==> src/rtl/alu_op_sequencer.sv <==
// Master-side sequencer for an external 8-bit ALU: buffers commands in a FIFO, issues them against the accumulator and returns each result on a response stream.
// Optional feature macro: ALU_SEQ_OPCOUNT_EN adds a 16-bit op_count of completed response handshakes.
module alu_op_sequencer #(
  parameter int WIDTH      = 8,
  parameter int FIFO_DEPTH = 4
) (
  input  logic             clk,
  input  logic             rst_n,
  input  logic             cmd_valid,
  output logic             cmd_ready,
  input  logic             cmd_load,
  input  logic [2:0]       cmd_op,
  input  logic [WIDTH-1:0] cmd_operand,
  output logic [WIDTH-1:0] alu_a,
  output logic [WIDTH-1:0] alu_b,
  output logic [2:0]       alu_op,
  input  logic [WIDTH-1:0] alu_result,
  output logic             rsp_valid,
  input  logic             rsp_ready,
  output logic [WIDTH-1:0] rsp_data,
  output logic             rsp_zero,
`ifdef ALU_SEQ_OPCOUNT_EN
  output logic [15:0]      op_count,
`endif
  output logic             busy
);
  localparam int PTR_W   = $clog2(FIFO_DEPTH);
  localparam int ENTRY_W = WIDTH + 4;

  typedef enum logic [1:0] {IDLE, ISSUE, RESP} state_t;
  state_t state, state_next;

  logic [ENTRY_W-1:0] fifo_mem [FIFO_DEPTH];
  logic [PTR_W:0]     wr_ptr, rd_ptr;
  logic               full, empty, push, pop;
  logic [ENTRY_W-1:0] head;
  logic               cur_load;
  logic [WIDTH-1:0]   acc, issue_value;

  // The extra pointer MSB separates full (MSBs differ) from empty (pointers equal).
  assign empty       = (wr_ptr == rd_ptr);
  assign full        = (wr_ptr[PTR_W] != rd_ptr[PTR_W]) &&
                       (wr_ptr[PTR_W-1:0] == rd_ptr[PTR_W-1:0]);
  assign cmd_ready   = !full;
  assign push        = cmd_valid && cmd_ready;
  assign pop         = (state == IDLE) && !empty;
  assign head        = fifo_mem[rd_ptr[PTR_W-1:0]];
  assign busy        = (state != IDLE) || !empty;
  assign alu_a       = acc;
  assign issue_value = cur_load ? alu_b : alu_result;

  always_ff @(posedge clk) begin
    if (push) begin
      fifo_mem[wr_ptr[PTR_W-1:0]] <= {cmd_load, cmd_op, cmd_operand};
    end
  end

  always_ff @(posedge clk or negedge rst_n) begin
    if (!rst_n) begin
      wr_ptr <= '0;
      rd_ptr <= '0;
    end else begin
      if (push) wr_ptr <= wr_ptr + 1'b1;
      if (pop)  rd_ptr <= rd_ptr + 1'b1;
    end
  end

  always_ff @(posedge clk or negedge rst_n) begin
    if (!rst_n) state <= IDLE;
    else        state <= state_next;
  end

  always_comb begin
    state_next = state;
    case (state)
      IDLE:    if (!empty) state_next = ISSUE;
      ISSUE:   state_next = RESP;
      RESP:    if (rsp_ready) state_next = IDLE;
      default: state_next = IDLE;
    endcase
  end

  // Operand/opcode registers double as the ALU drive, so the ALU never sees cmd_* directly.
  always_ff @(posedge clk or negedge rst_n) begin
    if (!rst_n) begin
      cur_load  <= 1'b0;
      alu_op    <= '0;
      alu_b     <= '0;
      acc       <= '0;
      rsp_valid <= 1'b0;
      rsp_data  <= '0;
      rsp_zero  <= 1'b0;
    end else begin
      if (pop) begin
        {cur_load, alu_op, alu_b} <= head;
      end
      if (state == ISSUE) begin
        acc       <= issue_value;
        rsp_data  <= issue_value;
        rsp_zero  <= (issue_value == '0);
        rsp_valid <= 1'b1;
      end else if ((state == RESP) && rsp_ready) begin
        rsp_valid <= 1'b0;
      end
    end
  end

`ifdef ALU_SEQ_OPCOUNT_EN
  always_ff @(posedge clk or negedge rst_n) begin
    if (!rst_n)                       op_count <= '0;
    else if (rsp_valid && rsp_ready)  op_count <= op_count + 16'd1;
  end
`endif

endmodule

==> config.mk <==
export PLATFORM = sky130hd
export DESIGN_NAME = alu_op_sequencer
export DESIGN_NICKNAME = d
export VERILOG_FILES = /design/src/rtl/alu_op_sequencer.sv
export SDC_FILE = /design/constraint.sdc
export NUM_CORES = 1
export LEC_CHECK = 0
export CORE_ASPECT_RATIO = 0.75
export CORE_MARGIN = 2
export CORE_UTILIZATION = 44
export CTS_BUF_LIST = sky130_fd_sc_hd__clkbuf_4 sky130_fd_sc_hd__clkbuf_8 sky130_fd_sc_hd__clkbuf_16
export DETAILED_ROUTE_END_ITERATION = 16
export GPL_ROUTABILITY_DRIVEN = 0
export PLACE_DENSITY = 0.68
export SLEW_MARGIN = 20
export SYNTH_ARGS = -nofsm -noshare
export SYNTH_HDL_FRONTEND = slang
export SYNTH_SLANG_ARGS = --single-unit
==> constraint.sdc <==
create_clock -name clk -period 2 [get_ports clk]
set_input_delay 0.4 -clock clk [delete_from_list [all_inputs] [get_ports clk]]
set_output_delay 0.4 -clock clk [all_outputs]
set_load 0.02 [all_outputs]
**Signal wires on met2**

Scale: 3 px per um.
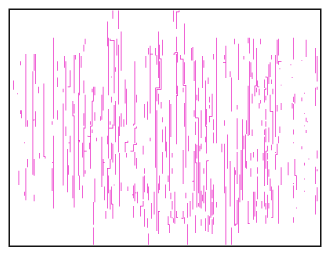
wire length on this layer: 2450 um
nets with wire on the layer: 243
share of all routed wire: 44%
main direction: vertical
longest straight run: 40.1 um

**Signal wires by layer**

Scale: 4 px per um.
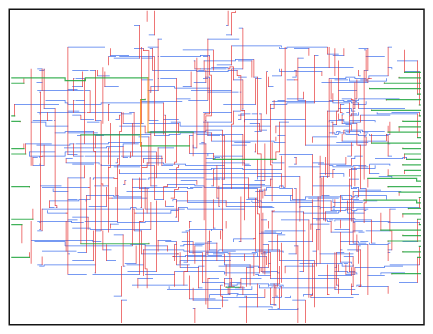
| layer | color | wire length |
|---|---|---|
| met4 | orange | 25.2 um |
| met1 | blue | 2770 um |
| met2 | red | 2450 um |
| met3 | green | 336 um |
gr usage total: 0.148
Total Wirelength: 5590 um
DR WL/cell: 15.7 um
vias post-DR: 1728

**Power grid**

Scale: 4 px per um. Pins as bars on the die edge. Tap cells in gray.
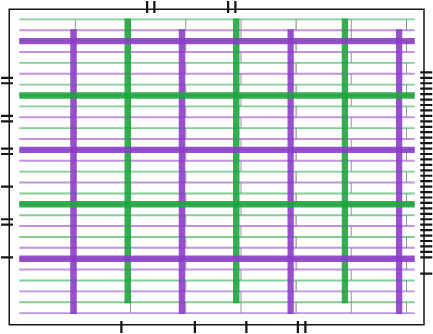
| net | color |
|---|---|
| VSS | purple |
| VDD | green |
tap cells: 101
signal pins: 55
met4 straps: 7

==> run_results.csv <==
group,metric,value,unit
critical_path,worstSetupPathType,"reg -> out",
final_timing,clock_skew,0.00609,ns
synthesis,mux_area_frac,0.165,
power_and_ir_drop,p_seq,0.00261,W
final_layout,nMultiInputCombCells,91,
final_layout,regArea,2190,um2
floorplan,die_w,103,um
floorplan,fp_util,0.448,
final_layout,largest_reg_flops,48,
synthesis,ys_area,3260,um2
synthesis,ys_sh_simple,0.0380,
power_and_ir_drop,p_int,0.00479,W
final_layout,ff_count,78,
cts,post_cts_resized,3,
synthesis,common_cells,"48 x edfxtp_1, 30 x dfrtp_1, 12 x mux4_2, 12 x nand2_1",
global_route,busiest_layer,"met2",
final_layout,logic_area,933,um2
placement,place_ws,0.112,ns
cts,clk-insertion-delay-late,0.34,ns
cts,cts_tree,"yes",
synthesis,synthCells,190,
global_route,grt_pass1_vias,1676,
power_and_ir_drop,vdd_drop_max,700,uV
final_timing,worst_pin_slew,0.580,ns
final_timing,drv_slew,0,
power_and_ir_drop,leakagePower,1.58,nW
cts,cts_setup_buffers,0,
synthesis,synth.distinct_cells,33,
final_layout,nNetsFinal,278,
power_and_ir_drop,sequentialPowerShare,0.365,
outcome,outcome,"finished clean",
critical_path,crit_family,"flip-flops",
synthesis,synth_warnings,0,
routing,met3_length,335,um
final_layout,lay_top_count,"clkdlybuf4s50_1",
critical_path,cp-end-kind,"output pin",
final_layout,drive_above_1_share,0.236,
critical_path,crit_required,1.60,ns
global_route,antenna_found_initial,0,
synthesis,async_reset_ff_frac,0.385,
placement,dp_hpwl,3780,um
synthesis,netlist_area,3260,um2
floorplan,dieArea,8110,um2
final_timing,rsz0062_at_grt,"false",
final_layout,nClkBuffers,9,
cts,numCtsBuffers,9,
final_layout,instances_no_fill,355,
global_route,use_met3,0.0472,
placement,place_inst,339,
routing,antenna_left,0,
final_layout,layout_top_cells,"52 x clkdlybuf4s50_1, 48 x edfxtp_1, 28 x dfrtp_1, 12 x nand2_1, 12 x mux4_2",
cts,postCtsHoldBufs,0,
synthesis,fp_nets,219,
synthesis,ys_seq_frac,0.673,
global_route,gr-usage-met2,0.221,
cts,cts-root-buf,"clkbuf_8",
floorplan,ios,55,
cts,cts_buffer_depth,2,
critical_path,worstPathMaxFanout,3,
critical_path,r2r_cells,5,
critical_path,arrival,1.50,ns
power_and_ir_drop,netSwitchingPower,0.00237,W
final_layout,nonClkBufAreaFrac,0.160,
final_timing,layout_min_cycle_time,1.90,ns
final_timing,max_slew_margin,0.613,
global_route,grt-ovfl-total,0,
floorplan,die_h,78.5,um
power_and_ir_drop,finalPower,0.00716,W
synthesis,yosys-top-cells-area,"edfxtp_1 44%, dfrtp_1 23%, mux4_2 8.3%",
flow_run,warning_count,29,
synthesis,synthXorXnorAreaFrac,0.0242,
floorplan,taps,101,
final_timing,finalHoldViolCount,0,
placement,place_area,3930,um2
cts,cts_sinks,78,
